## src/rtl/alu_pkg.sv

```systemverilog
// alu_pkg: operation codes and FSM encoding shared by the multi-cycle ALU
// and the ALU control decoder.
package alu_pkg;

    localparam logic [3:0] ALU_ADD     = 4'b0000;
    localparam logic [3:0] ALU_SUB     = 4'b0001;
    localparam logic [3:0] ALU_OR      = 4'b0010;
    localparam logic [3:0] ALU_AND     = 4'b0011;
    localparam logic [3:0] ALU_LUI     = 4'b0100;
    localparam logic [3:0] ALU_SLL     = 4'b0101;
    localparam logic [3:0] ALU_SRL     = 4'b0110;
    localparam logic [3:0] ALU_XOR     = 4'b0111;
    localparam logic [3:0] ALU_BEQ     = 4'b1000;
    localparam logic [3:0] ALU_BNE     = 4'b1001;
    localparam logic [3:0] ALU_BLT     = 4'b1010;
    localparam logic [3:0] ALU_ILLEGAL = 4'b1111;

    typedef enum logic [1:0] {
        ST_IDLE  = 2'd0,
        ST_SHIFT = 2'd1,
        ST_DONE  = 2'd2
    } alu_state_t;

    function automatic logic is_shift(input logic [3:0] op);
        return (op == ALU_SLL) || (op == ALU_SRL);
    endfunction

endpackage

```

## src/rtl/alu_shift_unit.sv

```systemverilog
// alu_shift_unit: one-bit-per-cycle shifter with down-counter, or a
// single-cycle barrel shifter when ALU_SHIFT_FAST_EN is defined.
module alu_shift_unit
    import alu_pkg::*;
#(
    parameter int DATA_WIDTH = 32
) (
    input  logic                          clk,
    input  logic                          rst_n,
    input  logic                          load_i,
    input  logic                          left_i,
    input  logic [DATA_WIDTH-1:0]         a_i,
    input  logic [$clog2(DATA_WIDTH)-1:0] shamt_i,
    output logic [DATA_WIDTH-1:0]         result_o,
    output logic                          last_o
);

    localparam int SHW = $clog2(DATA_WIDTH);

`ifdef ALU_SHIFT_FAST_EN

    logic unused;
    assign unused = ^{clk, rst_n, load_i};

    // Whole shift resolves combinationally from the request operands
    always_comb begin
        result_o = left_i ? (a_i << shamt_i) : (a_i >> shamt_i);
        last_o   = 1'b0;
    end

`else

    localparam logic [SHW-1:0] CNT_ONE = SHW'(1);

    logic [DATA_WIDTH-1:0] sh_q;
    logic [DATA_WIDTH-1:0] sh_step;
    logic [SHW-1:0]        cnt_q;
    logic                  left_q;

    // Next one-bit step; also the final result on the last cycle
    always_comb begin
        if (left_q) begin
            sh_step = {sh_q[DATA_WIDTH-2:0], 1'b0};
        end else begin
            sh_step = {1'b0, sh_q[DATA_WIDTH-1:1]};
        end
        result_o = sh_step;
        last_o   = (cnt_q == CNT_ONE);
    end

    // Load on accept, then shift and count down until empty
    always_ff @(posedge clk or negedge rst_n) begin
        if (!rst_n) begin
            sh_q   <= '0;
            cnt_q  <= '0;
            left_q <= 1'b0;
        end else if (load_i) begin
            sh_q   <= a_i;
            cnt_q  <= shamt_i;
            left_q <= left_i;
        end else if (cnt_q != '0) begin
            sh_q  <= sh_step;
            cnt_q <= cnt_q - CNT_ONE;
        end
    end

`endif

endmodule

```

## src/rtl/alu_multicycle.sv

```systemverilog
// alu_multicycle: handshaked ALU with iterative shifts.
// Define ALU_SHIFT_FAST_EN for single-cycle shifts.
module alu_multicycle
    import alu_pkg::*;
#(
    parameter int DATA_WIDTH = 32
) (
    input  logic                  clk,
    input  logic                  reset,
    input  logic                  valid_i,
    output logic                  ready_o,
    input  logic [3:0]            ALU_Operation_i,
    input  logic [DATA_WIDTH-1:0] A_i,
    input  logic [DATA_WIDTH-1:0] B_i,
    output logic                  valid_o,
    input  logic                  ready_i,
    output logic [DATA_WIDTH-1:0] ALU_Result_o,
    output logic                  Zero_o,
    output logic                  Branch_Taken_o,
    output logic                  Illegal_o
);

    localparam int SHW = $clog2(DATA_WIDTH);

    alu_state_t            state_q;
    alu_state_t            state_d;
    logic                  accept;
    logic                  op_shift;
    logic                  sh_multi;
    logic                  sh_last;
    logic [SHW-1:0]        shamt;
    logic [DATA_WIDTH-1:0] sh_res;
    logic [DATA_WIDTH-1:0] sh_first;
    logic [DATA_WIDTH-1:0] diff;
    logic [DATA_WIDTH-1:0] alu_res;
    logic                  alu_br;
    logic                  alu_ill;

    assign accept   = valid_i && ready_o;
    assign op_shift = is_shift(ALU_Operation_i);
    assign shamt    = B_i[SHW-1:0];
    assign diff     = A_i - B_i;

`ifdef ALU_SHIFT_FAST_EN
    assign sh_multi = 1'b0;
    assign sh_first = sh_res;
`else
    assign sh_multi = op_shift && (shamt != '0);
    assign sh_first = A_i;
`endif

    alu_shift_unit #(
        .DATA_WIDTH (DATA_WIDTH)
    ) u_shift (
        .clk      (clk),
        .rst_n    (reset),
        .load_i   (accept && op_shift),
        .left_i   (ALU_Operation_i == ALU_SLL),
        .a_i      (A_i),
        .shamt_i  (shamt),
        .result_o (sh_res),
        .last_o   (sh_last)
    );

    // Single-cycle result, branch and legality decode of the request
    always_comb begin
        alu_res = '0;
        alu_br  = 1'b0;
        alu_ill = 1'b0;
        unique case (1'b1)
            (ALU_Operation_i == ALU_ADD): alu_res = A_i + B_i;
            (ALU_Operation_i == ALU_SUB): alu_res = diff;
            (ALU_Operation_i == ALU_OR):  alu_res = A_i | B_i;
            (ALU_Operation_i == ALU_AND): alu_res = A_i & B_i;
            (ALU_Operation_i == ALU_LUI): alu_res = B_i;
            (ALU_Operation_i == ALU_XOR): alu_res = A_i ^ B_i;
            op_shift:                     alu_res = sh_first;
            (ALU_Operation_i == ALU_BEQ): begin
                alu_res = diff;
                alu_br  = (A_i == B_i);
            end
            (ALU_Operation_i == ALU_BNE): begin
                alu_res = diff;
                alu_br  = (A_i != B_i);
            end
            (ALU_Operation_i == ALU_BLT): begin
                alu_res = diff;
                alu_br  = ($signed(A_i) < $signed(B_i));
            end
            default: alu_ill = 1'b1;
        endcase
    end

    // State register
    always_ff @(posedge clk or negedge reset) begin
        if (!reset) begin
            state_q <= ST_IDLE;
        end else begin
            state_q <= state_d;
        end
    end

    // Next-state: accept in IDLE, iterate in SHIFT, hold DONE until taken
    always_comb begin
        state_d = state_q;
        unique case (state_q)
            ST_IDLE: begin
                if (accept) begin
                    state_d = sh_multi ? ST_SHIFT : ST_DONE;
                end
            end
            ST_SHIFT: begin
                if (sh_last) begin
                    state_d = ST_DONE;
                end
            end
            ST_DONE: begin
                if (ready_i) begin
                    state_d = ST_IDLE;
                end
            end
            default: state_d = ST_IDLE;
        endcase
    end

    // Handshake outputs decoded from state; never both high
    always_comb begin
        ready_o = (state_q == ST_IDLE);
        valid_o = (state_q == ST_DONE);
    end

    // Result and flags captured together; frozen while waiting in DONE
    always_ff @(posedge clk or negedge reset) begin
        if (!reset) begin
            ALU_Result_o   <= '0;
            Zero_o         <= 1'b0;
            Branch_Taken_o <= 1'b0;
            Illegal_o      <= 1'b0;
        end else if (accept && !sh_multi) begin
            ALU_Result_o   <= alu_res;
            Zero_o         <= (alu_res == '0);
            Branch_Taken_o <= alu_br;
            Illegal_o      <= alu_ill;
        end else if ((state_q == ST_SHIFT) && sh_last) begin
            ALU_Result_o   <= sh_res;
            Zero_o         <= (sh_res == '0);
            Branch_Taken_o <= 1'b0;
            Illegal_o      <= 1'b0;
        end
    end

endmodule

```

## config.mk

```make
export PLATFORM = sky130hd
export DESIGN_NAME = alu_multicycle
export DESIGN_NICKNAME = d
export VERILOG_FILES = /design/src/rtl/alu_pkg.sv /design/src/rtl/alu_shift_unit.sv /design/src/rtl/alu_multicycle.sv
export SDC_FILE = /design/constraint.sdc
export NUM_CORES = 1
export LEC_CHECK = 0
export CAP_MARGIN = 15
export CORE_MARGIN = 5
export CORE_UTILIZATION = 30
export DETAILED_ROUTE_END_ITERATION = 10
export HOLD_SLACK_MARGIN = 0.02
export PLACE_DENSITY_LB_ADDON = 0.1
export SLEW_MARGIN = 5
export SYNTH_ARGS = -nofsm -noshare
export SYNTH_HDL_FRONTEND = slang
export SYNTH_SLANG_ARGS = --single-unit
export TNS_END_PERCENT = 30
```

## constraint.sdc

```tcl
create_clock -name clk -period 4.55 [get_ports clk]
set_input_delay 0.6825 -clock clk [delete_from_list [all_inputs] [get_ports clk]]
set_output_delay 0.6825 -clock clk [all_outputs]
set_load 0.05 [all_outputs]
```

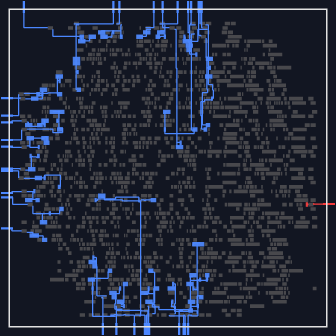
**Above:** nets reached from selected ports.
- red: valid_o (bits 1; direction output; edge right; end cells 1; wire 8.10 µm)
- blue: B_i (bits 32; direction input; edge 11 bottom, 11 top, 10 left; end cells 105; wire 1700 µm)
I/O pins: 109
Port Buffers: 108

==> flow_metrics.py <==
# Flow results
metrics = {
    "status": {
        "status": "finished clean",
    },
    "setup_path": {
        "critical_path_arrival_ps": 4480,
        "cpPeakStageDelay_ps": 500,
        "required_ps": 4770,
        "worst-setup-path-type": "in2reg",
        "end_kind": "register",
    },
    "clocking": {
        "clk_pin_slew_worst_paths_ps": 60,
        "cts-root-buf": "clkbuf_16",
        "postCtsHoldBufs": 0,
        "cts_tree": "yes",
        "numClockSinks": 75,
        "post_cts_resized": 0,
    },
    "timing": {
        "skew_ps": 5.475,
        "finalClockPeriodUsage_pct": 93.67,
        "slew_viol_final": 0,
        "worst_hold_slack_ps": 489.5,
        "layout_setup_ws_ps": 288.0,
        "fmax_ghz": 0.2346,
    },
    "final_layout": {
        "seq_share_pct": 14.25,
        "regArea_mm2": 0.001878,
        "clkCellAreaFrac_pct": 2.355,
        "layout-drive-gt1-share_pct": 14.58,
        "nNonClkBuffers": 282,
        "seq_cells": 75,
        "nClkBuffers": 11,
    },
    "logic_synthesis": {
        "xor_area_share_pct": 1.113,
        "yosys.area.top_type": "dfrtp_1",
        "top_logic_kind": "AND-OR/OR-AND gates",
        "topCellsByArea": "dfrtp_1, ha_1, o21ai_0, nand2_1, a21oi_1",
        "avgSynthCellArea_um2": 7.285,
        "synth-edff-count": 0,
        "ys_seq_share_pct": 18.35,
    },
    "detailed_routing": {
        "wirelength_met1_mm": 22.81,
    },
    "global_routing": {
        "grt.met1_usage_pct": 35.86,
        "gr-usage-met3_pct": 3.289,
        "grt_pass1_vias": 11450,
    },
    "pwr": {
        "peakVddDrop_v": 0.0003017,
    },
    "floorplanning": {
        "rows": 67,
    },
}
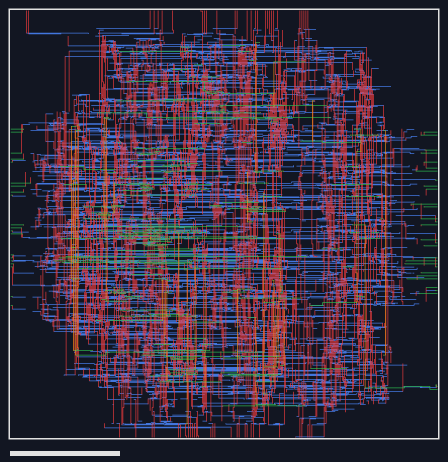
**Above:** routed metal, one color a layer.
The bar under the picture is 50 µm long.
- orange: metal 4 (wire length 1490 µm)
- red: metal 2 (wire length 20.3 mm)
- blue: metal 1 (wire length 22.8 mm)
- green: metal 3 (wire length 3090 µm)
via count: 11790
wire per inst: 23.22 µm
Total GRT Usage: 24.20%
total wire length: 47.70 mm

-- power breakdown --
group          internal [mW]  switching, mW  total [mW]
sequential             0.979          0.248        1.23
combinational           1.12           1.87        2.99
clock                  0.478          0.275       0.753
total                   2.58           2.39        4.97
-- worst paths after layout --
kind,end,start,cells after the start,slack [ps]
worst min register to register,Illegal_o,Illegal_o,2,510
worst max register to register,Zero_o,state_q[1],11,1490
worst max-delay path,Zero_o,B_i[1],15,290
max in group asynchronous,u_shift.left_q,reset,1,3350
min in group clk,Illegal_o,Illegal_o,2,510
worst min-delay path,u_shift.cnt_q[0],reset,1,490
-- state kept, by name, indices dropped and copies added, names as in the netlist --
signal	cells
u_shift.left_q	1
Zero_o	1
u_shift.sh_q	32
Branch_Taken_o	1
Illegal_o	1
u_shift.cnt_q	5
state_q	2
ALU_Result_o	32
Power figures rest on the tool's default switching activity, not on a simulated workload.
